File: config.mk
export PLATFORM = sky130hd
export DESIGN_NAME = uart_lite_core
export DESIGN_NICKNAME = d
export VERILOG_FILES = /design/src/rtl/uart_lite_core.sv
export SDC_FILE = /design/constraint.sdc
export NUM_CORES = 1
export LEC_CHECK = 0
export ABC_CLOCK_PERIOD_IN_PS = 5550
export CORE_ASPECT_RATIO = 1.75
export CORE_MARGIN = 2
export CORE_UTILIZATION = 65
export CTS_CLUSTER_DIAMETER = 100
export CTS_CLUSTER_SIZE = 25
export DETAILED_ROUTE_END_ITERATION = 16
export PLACE_DENSITY = 0.84
export SYNTH_ARGS = -nofsm -noshare
export SYNTH_HDL_FRONTEND = slang
export SYNTH_SLANG_ARGS = --single-unit
File: constraint.sdc
create_clock -name clk -period 5.55 [get_ports clk]
set_input_delay 0.8325 -clock clk [delete_from_list [all_inputs] [get_ports clk]]
set_output_delay 0.8325 -clock clk [all_outputs]
set_load 0.02 [all_outputs]
File: src/rtl/uart_lite_core.sv
// uart_lite_core: baud-tick divider, TX FIFO + serializer, 2-flop RX synchronizer,
// RX deserializer + RX FIFO. 16 baud ticks per bit, 16550-style line format.
// Optional feature macro: UART_LOOPBACK_EN (RX path fed from stx_pad_o internally).
module uart_lite_core #(
  parameter int unsigned FIFO_DEPTH = 16,
  parameter int unsigned CNT_W      = 5
) (
  input  logic             clk,
  input  logic             rst_n,
  input  logic [7:0]       lcr,
  input  logic [7:0]       dl,
  input  logic [7:0]       tdr,
  input  logic             tf_push,
  input  logic             rf_pop,
  input  logic             srx_pad_i,
  output logic             stx_pad_o,
  output logic [CNT_W-1:0] tf_count,
  output logic [CNT_W-1:0] rf_count,
  output logic [7:0]       rdr,
  output logic             rf_error,
  output logic             rf_overrun
);
  localparam int unsigned AW = $clog2(FIFO_DEPTH);
  localparam logic [CNT_W-1:0] Full = CNT_W'(FIFO_DEPTH);

  typedef enum logic [2:0] {StIdle, StStart, StData, StParity, StStop} state_e;

  logic [7:0] div_q, div_d;
  logic tick_q, tick_d, run;
  logic [1:0] sync_q, sync_d;
  logic rx_line;
  logic [7:0] tf_mem_q [FIFO_DEPTH];
  logic [AW-1:0] tf_wptr_q, tf_wptr_d, tf_rptr_q, tf_rptr_d;
  logic [CNT_W-1:0] tf_count_q, tf_count_d;
  logic tf_we, tf_pop;
  logic [10:0] rf_mem_q [FIFO_DEPTH];
  logic [AW-1:0] rf_wptr_q, rf_wptr_d, rf_rptr_q, rf_rptr_d;
  logic [CNT_W-1:0] rf_count_q, rf_count_d;
  logic rf_we, rf_re, rf_overrun_q, rf_overrun_d;
  state_e tx_st_q, tx_st_d, rx_st_q, rx_st_d;
  logic [4:0] tx_cnt_q, tx_cnt_d, tx_stop_last;
  logic [2:0] tx_bit_q, tx_bit_d, rx_bit_q, rx_bit_d, wlast;
  logic [7:0] tx_shr_q, tx_shr_d, tx_head, rx_shr_q, rx_shr_d, rx_data;
  logic tx_xor_q, tx_xor_d, tx_load, tx_par_bit, tx_line;
  logic [3:0] rx_cnt_q, rx_cnt_d;
  logic rx_par_q, rx_par_d, rx_hold_q, rx_hold_d, rx_push, rx_exp_par;
  logic [10:0] rx_entry, rf_head;

  assign run   = lcr[7] & (dl != 8'd0);
  assign wlast = {1'b1, lcr[1:0]};  // index of last data bit: 4..7

  // Divider: reload dl-1 on zero, registered tick on zero while running
  always_comb begin
    div_d = div_q;
    if (run) div_d = (div_q == 8'd0) ? dl - 8'd1 : div_q - 8'd1;
    tick_d = run & (div_q == 8'd0);
  end

  // RX synchronizer shift
  always_comb sync_d = {sync_q[0], srx_pad_i};

`ifdef UART_LOOPBACK_EN
  assign rx_line = stx_pad_o;
`else
  assign rx_line = sync_q[1];
`endif

  // TX FIFO pointers and occupancy
  assign tf_we   = tf_push & (tf_count_q != Full);
  assign tx_head = tf_mem_q[tf_rptr_q];
  always_comb begin
    tf_wptr_d  = tf_wptr_q;
    tf_rptr_d  = tf_rptr_q;
    tf_count_d = tf_count_q;
    if (tf_we) tf_wptr_d = tf_wptr_q + AW'(1);
    if (tf_pop) tf_rptr_d = tf_rptr_q + AW'(1);
    if (tf_we && !tf_pop) tf_count_d = tf_count_q + CNT_W'(1);
    else if (!tf_we && tf_pop) tf_count_d = tf_count_q - CNT_W'(1);
  end

  // 1.5 stop bits only for 5-bit words with lcr[2] set
  always_comb begin
    tx_stop_last = 5'd15;
    if (lcr[2]) tx_stop_last = (wlast == 3'd4) ? 5'd23 : 5'd31;
  end

  // TX FSM next state; back-to-back frames reload straight from the stop bit
  always_comb begin
    tx_st_d  = tx_st_q;
    tx_cnt_d = tx_cnt_q;
    tx_bit_d = tx_bit_q;
    tx_shr_d = tx_shr_q;
    tx_xor_d = tx_xor_q;
    tx_load  = 1'b0;
    tf_pop   = 1'b0;
    if (tick_q) begin
      tx_cnt_d = tx_cnt_q + 5'd1;
      unique case (tx_st_q)
        StIdle: begin
          tx_cnt_d = '0;
          tx_load  = (tf_count_q != '0);
        end
        StStart: if (tx_cnt_q == 5'd15) begin
          tx_cnt_d = '0;
          tx_bit_d = '0;
          tx_st_d  = StData;
        end
        StData: if (tx_cnt_q == 5'd15) begin
          tx_cnt_d = '0;
          tx_shr_d = {1'b0, tx_shr_q[7:1]};
          tx_bit_d = tx_bit_q + 3'd1;
          if (tx_bit_q == wlast) tx_st_d = lcr[3] ? StParity : StStop;
        end
        StParity: if (tx_cnt_q == 5'd15) begin
          tx_cnt_d = '0;
          tx_st_d  = StStop;
        end
        StStop: if (tx_cnt_q == tx_stop_last) begin
          tx_cnt_d = '0;
          tx_st_d  = StIdle;
          tx_load  = (tf_count_q != '0);
        end
        default: tx_st_d = StIdle;
      endcase
      if (tx_load) begin
        tf_pop   = 1'b1;
        tx_shr_d = tx_head;
        tx_xor_d = ^(tx_head & (8'hFF >> (3'd7 - wlast)));
        tx_st_d  = StStart;
      end
    end
  end

  // TX line drive from state; break forces the pad low without stopping the FSM
  always_comb begin
    tx_par_bit = lcr[5] ? ~lcr[4] : (lcr[4] ? tx_xor_q : ~tx_xor_q);
    unique case (tx_st_q)
      StStart:  tx_line = 1'b0;
      StData:   tx_line = tx_shr_q[0];
      StParity: tx_line = tx_par_bit;
      default:  tx_line = 1'b1;
    endcase
    stx_pad_o = tx_line & ~lcr[6];
  end

  // RX FSM next state; hold blocks re-arming after a framing error until the line is high
  always_comb begin
    rx_st_d   = rx_st_q;
    rx_cnt_d  = rx_cnt_q;
    rx_bit_d  = rx_bit_q;
    rx_shr_d  = rx_shr_q;
    rx_par_d  = rx_par_q;
    rx_hold_d = rx_hold_q & ~rx_line;
    rx_push   = 1'b0;
    if (tick_q) begin
      rx_cnt_d = rx_cnt_q + 4'd1;
      unique case (rx_st_q)
        StIdle: begin
          rx_cnt_d = '0;
          if (!rx_hold_q && !rx_line) rx_st_d = StStart;
        end
        StStart: if (rx_cnt_q == 4'd7) begin
          rx_cnt_d = '0;
          rx_bit_d = '0;
          rx_st_d  = rx_line ? StIdle : StData;
        end
        StData: if (rx_cnt_q == 4'd15) begin
          rx_shr_d = {rx_line, rx_shr_q[7:1]};
          rx_bit_d = rx_bit_q + 3'd1;
          if (rx_bit_q == wlast) rx_st_d = lcr[3] ? StParity : StStop;
        end
        StParity: if (rx_cnt_q == 4'd15) begin
          rx_par_d = rx_line;
          rx_st_d  = StStop;
        end
        StStop: if (rx_cnt_q == 4'd15) begin
          rx_push = 1'b1;
          rx_st_d = StIdle;
          if (!rx_line) rx_hold_d = 1'b1;
        end
        default: rx_st_d = StIdle;
      endcase
    end
  end

  // RX entry {data, BI, PE, FE}; samples arrive at the MSB, so shift down short words
  always_comb begin
    rx_data    = rx_shr_q >> (3'd7 - wlast);
    rx_exp_par = lcr[5] ? ~lcr[4] : (lcr[4] ? ^rx_data : ~^rx_data);
    rx_entry   = {rx_data,
                  (rx_data == 8'd0) & ~(lcr[3] & rx_par_q) & ~rx_line,
                  lcr[3] & (rx_par_q != rx_exp_par),
                  ~rx_line};
  end

  // RX FIFO pointers, occupancy and sticky overrun
  assign rf_we   = rx_push & (rf_count_q != Full);
  assign rf_re   = rf_pop & (rf_count_q != '0);
  assign rf_head = rf_mem_q[rf_rptr_q];
  always_comb begin
    rf_wptr_d    = rf_wptr_q;
    rf_rptr_d    = rf_rptr_q;
    rf_count_d   = rf_count_q;
    rf_overrun_d = rf_overrun_q;
    if (rf_we) rf_wptr_d = rf_wptr_q + AW'(1);
    if (rf_re) rf_rptr_d = rf_rptr_q + AW'(1);
    if (rf_we && !rf_re) rf_count_d = rf_count_q + CNT_W'(1);
    else if (!rf_we && rf_re) rf_count_d = rf_count_q - CNT_W'(1);
    if (rf_pop) rf_overrun_d = 1'b0;
    if (rx_push && (rf_count_q == Full)) rf_overrun_d = 1'b1;
  end

  assign tf_count   = tf_count_q;
  assign rf_count   = rf_count_q;
  assign rdr        = (rf_count_q != '0) ? rf_head[10:3] : 8'd0;
  assign rf_error   = (rf_count_q != '0) ? |rf_head[2:0] : 1'b0;
  assign rf_overrun = rf_overrun_q;

  // FIFO storage; contents are only visible through the occupancy-gated outputs
  always_ff @(posedge clk) begin
    if (tf_we) tf_mem_q[tf_wptr_q] <= tdr;
    if (rf_we) rf_mem_q[rf_wptr_q] <= rx_entry;
  end

  // State registers
  always_ff @(posedge clk or negedge rst_n) begin
    if (!rst_n) begin
      div_q <= '0;  tick_q <= 1'b0;  sync_q <= 2'b11;
      tf_wptr_q <= '0;  tf_rptr_q <= '0;  tf_count_q <= '0;
      rf_wptr_q <= '0;  rf_rptr_q <= '0;  rf_count_q <= '0;  rf_overrun_q <= 1'b0;
      tx_st_q <= StIdle;  tx_cnt_q <= '0;  tx_bit_q <= '0;  tx_shr_q <= '0;  tx_xor_q <= 1'b0;
      rx_st_q <= StIdle;  rx_cnt_q <= '0;  rx_bit_q <= '0;  rx_shr_q <= '0;
      rx_par_q <= 1'b0;  rx_hold_q <= 1'b0;
    end else begin
      div_q <= div_d;  tick_q <= tick_d;  sync_q <= sync_d;
      tf_wptr_q <= tf_wptr_d;  tf_rptr_q <= tf_rptr_d;  tf_count_q <= tf_count_d;
      rf_wptr_q <= rf_wptr_d;  rf_rptr_q <= rf_rptr_d;  rf_count_q <= rf_count_d;
      rf_overrun_q <= rf_overrun_d;
      tx_st_q <= tx_st_d;  tx_cnt_q <= tx_cnt_d;  tx_bit_q <= tx_bit_d;
      tx_shr_q <= tx_shr_d;  tx_xor_q <= tx_xor_d;
      rx_st_q <= rx_st_d;  rx_cnt_q <= rx_cnt_d;  rx_bit_q <= rx_bit_d;  rx_shr_q <= rx_shr_d;
      rx_par_q <= rx_par_d;  rx_hold_q <= rx_hold_d;
    end
  end

endmodule

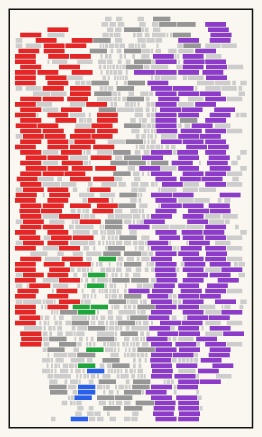
**Above:** run 1 (sequential cells coloured by netlist name).
[blue] tf_count | placed flops: 5
[red] tf_mem_q | placed flops: 128
[purple] rf_mem_q | placed flops: 176 | where: a column on the right
[green] tx_shr_q | placed flops: 8
not coloured: 65
register area: 11100 um2
Seq. pwr: 3760 uW
Final Core Density: 71.5%
flop share of the area: 63.2%

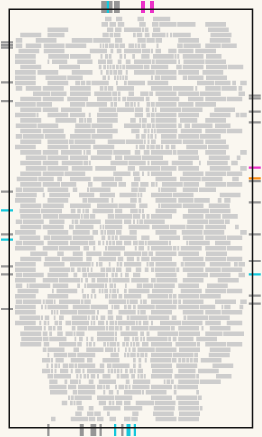
**Above:** run 1 (pin placement).
Pins as bars across the die edge, other pins in grey.
[magenta] rf_count | pins: 5 | direction: output | edge: 4 top, 1 right
[orange] rf_overrun | pins: 1 | direction: output | edge: right
[cyan] lcr | pins: 8 | direction: input | edge: 4 bottom, 2 left, 1 right, 1 top
all pins by edge: 13 top, 13 right, 12 left, 12 bottom
IO Port Bufs: 49
Die Y: 213 um

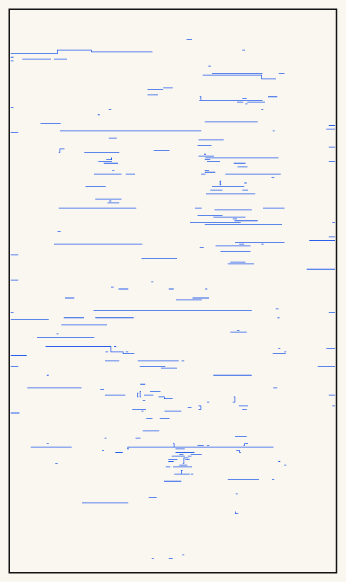
**Above:** run 1 (M3 wires).
wire length on this layer: 1290 um
share of all routed wire: 4.0%
nets with wire on the layer: 124
main direction: horizontal
routed via count: 8834
met3 GRT Util: 2.78%
DRT Wirelength: 32000 um

==> results.txt, run 1 <==
yosys + openroad results -> outcome finished clean, Multi-input comb cells 540, RSZ-0062 raised after global routing false, CTS tree done, TritonRoute pass-1 iters 7, CTS Buffer Depth 3, vias in the first global route 9213, mux share 12.2%, gr busiest metal met2, CTS root buf clkbuf_16, Clock transition at path regs 0.11 ns, Starting DRT DRC Count 718, Critical Path Stages 5, Max VDD drop 0.000337 V, Critical path origin rf_rptr_q[0], floorplan net count 1069, largest net degree at the start of global routing 67, MaxCap Viol Count 0, Ys Warns 0, Die Wd 123 um, worst hold margin 0.120 ns, Top delay family on crit path multiplexers, CP Data Required Time 4.72 ns, Area leader share 56.4%, metal3 WL 1290 um, fraction of registers with async set/reset 20.4%, xor+xnor area frac 2.25%, # clk buffers 32, M1 wire length 10400 um, Setup violations, final 0, Adders+Majority by Area 2.49%, flip-flops with a built-in enable 304, skew final 0.0237 ns, total negative slack 0 ns, yosys cell count 1009, Layout Nets 1111, num tapcells 312, most numerous logic cells after layout edfxtp_1 (304), dfrtp_1 (73), nand2_1 (70), mux4_2 (68), nor2_1 (56), most numerous logic cell after layout edfxtp_1, GR Util met1 26.8%, Antenna Cells 0, clock share of power 21.1%, aoi share 5.57%, pwr/cell area 408 nW/um2, met2 WL 18600 um
**Run 1: wiring by layer**

Only two layers are drawn.
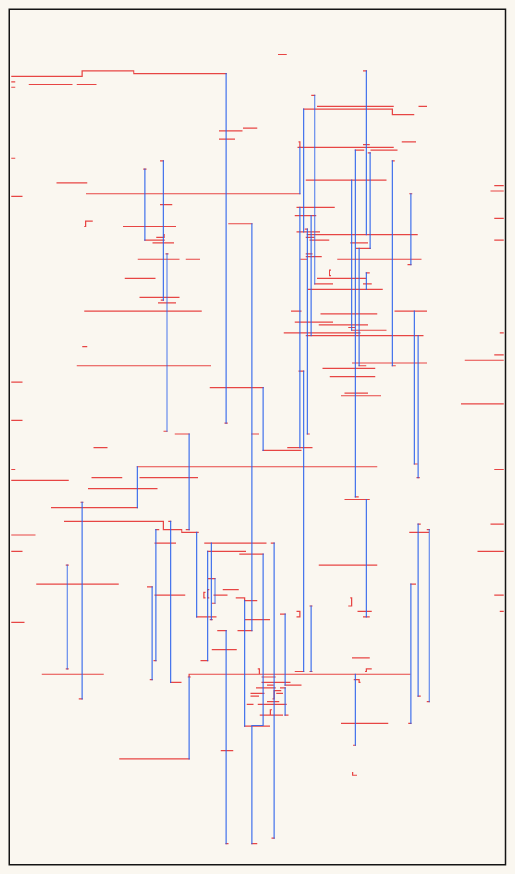

==> run 1 -> run 2 <==
ABC_CLOCK_PERIOD_IN_PS = 3800   (was 5550)
CORE_UTILIZATION = 55   (was 65)
PLACE_DENSITY = 0.75   (was 0.84)
clock period = 3.8 ns   (was 5.55 ns; I/O delays follow)
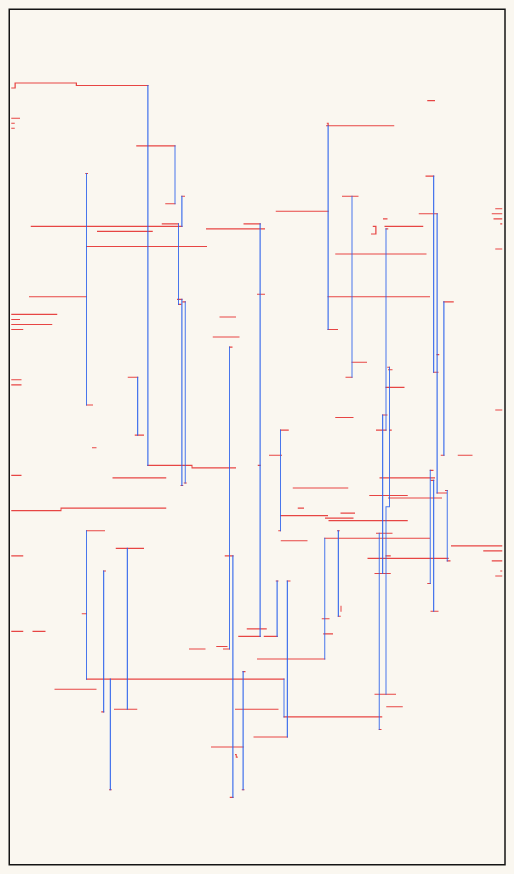
**Above:** run 2 (wiring by layer).
Only two layers are drawn.
[red] met3 | wire length: 890 um
[blue] met4 | wire length: 1520 um
Tot GR Track Use: 21.4%
DRT Wirelength: 31900 um
DR WL/cell: 21.6 um

==> run 2 against run 1 <==
  * Cell count is 7.3% higher
  * First-iteration DRC count is 47% lower
  * Largest cell class unchanged
  * Clock skew is 0.0052 ns lower
  * Register-to-register slack worse by 1.3 ns
  * Critical endpoint is now rdr[3]
  * Flip-flop count stayed put
==> results.txt, run 2 <==
yosys + openroad results -> Area leader share 56.4% (unchanged), metal3 WL 889 um (was 1290 um), largest net degree at the start of global routing 67 (unchanged), vias in the first global route 9126 (was 9213), # clk buffers 32 (unchanged), total negative slack 0 ns (unchanged), aoi share 5.57% (unchanged), Layout Nets 1141 (was 1111), outcome finished clean (unchanged), pwr/cell area 588 nW/um2 (was 408 nW/um2), CTS Buffer Depth 3 (unchanged), Adders+Majority by Area 2.49% (unchanged), MaxCap Viol Count 0 (unchanged), CTS root buf clkbuf_16 (unchanged), clock share of power 20.9% (was 21.1%), xor+xnor area frac 2.25% (unchanged), flip-flops with a built-in enable 304 (unchanged), IO Port Bufs 49 (unchanged), Ys Warns 0 (unchanged), Die Wd 134 um (was 123 um), Seq. pwr 5310 uW (was 3760 uW), M1 wire length 10800 um (was 10400 um), skew final 0.0185 ns (was 0.0237 ns), Setup violations, final 0 (unchanged), CTS tree done (unchanged), RSZ-0062 raised after global routing false (unchanged), CP Data Required Time 3.23 ns (was 4.72 ns), Critical Path Stages 5 (unchanged), yosys cell count 1009 (unchanged), TritonRoute pass-1 iters 4 (was 7), Max VDD drop 0.000569 V (was 0.000337 V), Critical path origin rf_rptr_q[0] (unchanged), Die Y 231 um (was 213 um), floorplan net count 1069 (unchanged), register area 11100 um2 (about the same), num tapcells 382 (was 312), flop share of the area 61.9% (was 63.2%), Antenna Cells 0 (unchanged)
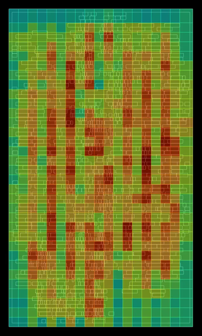
**Above:** run 2 (track usage over the die).
gr busiest metal: met2
met3 GRT Util: 2.09%
GR Util met1: 22.5%
Final Core Density: 61.4%

**Run 2: M3 wires**

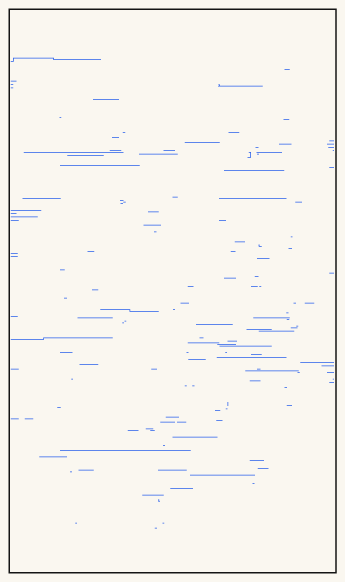

==> run 2 -> run 3 <==
GPL_ROUTABILITY_DRIVEN = 0   (was default)
PLACE_DENSITY = 0.83   (was 0.75)
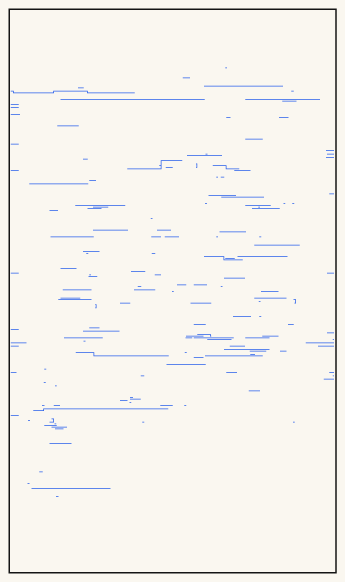
**Above:** run 3 (M3 wires).
main direction: horizontal
wire length on this layer: 1060 um
nets with wire on the layer: 93
longest straight run: 58.9 um
share of all routed wire: 3.3%
met3 GRT Util: 2.11%
DRT Wirelength: 31800 um

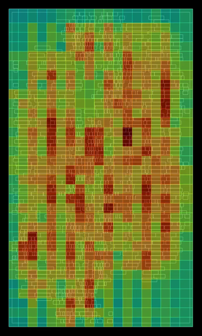
**Above:** run 3 (track usage over the die).
Tot GR Track Use: 21.3%
Final Core Density: 61.5%
DR WL/cell: 21.5 um
GR Util met1: 22.9%
grt met2 use: 42.0%

==> run 3 against run 2 <==
  * Sequential power hardly changed
  * Cell area is 0.16% higher
  * Routed wire length is 0.25% lower
  * Sequential share of layout area is 0.11 points lower
  * Via count is 2.2% higher
  * First-iteration DRC count is 55% higher
  * Synthesized cell count stayed put
  * Largest power group unchanged
==> results.txt, run 3 <==
yosys + openroad results -> outcome finished clean (unchanged), flip-flops with a built-in enable 304 (unchanged), # clk buffers 32 (unchanged), met2 WL 18600 um (about the same), Seq. pwr 5310 uW (about the same), Adders+Majority by Area 2.49% (unchanged), num tapcells 382 (unchanged), Critical path origin rf_rptr_q[0] (unchanged), RSZ-0062 raised after global routing false (unchanged), Yosys Chip Area 16200 um2 (unchanged), largest net degree at the start of global routing 57 (was 67), CTS root buf clkbuf_16 (unchanged), Multi-input comb cells 540 (unchanged), Area leader share 56.4% (unchanged), Critical Path Stages 5 (unchanged), MaxCap Viol Count 0 (unchanged), Starting DRT DRC Count 591 (was 382), aoi share 5.57% (unchanged), routed via count 8845 (was 8653), CTS Buffer Depth 3 (unchanged), clock share of power 20.9% (about the same), yosys cell count 1009 (unchanged), fraction of registers with async set/reset 20.4% (unchanged), Antenna Cells 0 (unchanged), Ys Warns 0 (unchanged), skew final 0.0211 ns (was 0.0185 ns), gr busiest metal met2 (unchanged), Max VDD drop 0.000592 V (was 0.000569 V), CTS tree done (unchanged), Die Wd 134 um (unchanged), metal3 WL 1060 um (was 889 um), crit share post-route 96.1% (was 95.9%), M1 wire length 11000 um (was 10800 um), CTS Sinks 382 (unchanged), CP Data Required Time 3.23 ns (about the same), mux share 12.2% (unchanged), Top delay family on crit path multiplexers (unchanged), Die Y 231 um (unchanged), xor+xnor area frac 2.25% (unchanged), most numerous logic cell after layout edfxtp_1 (unchanged), relative slew slack 35.4% (was 41.1%), TritonRoute pass-1 iters 5 (was 4), worst hold margin 0.103 ns (was 0.135 ns), total negative slack 0 ns (unchanged), Layout Nets 1145 (was 1141), floorplan net count 1069 (unchanged), flop share of the area 61.8% (was 61.9%), most numerous logic cells after layout edfxtp_1 (304), dfrtp_1 (73), nand2_1 (70), mux4_2 (68), nor2_1 (56) (was edfxtp_1 (304), dfrtp_1 (74), nand2_1 (70), mux4_2 (68), nor2_1 (56)), vias in the first global route 9215 (was 9126)
Power and IR drop assume default switching activity.
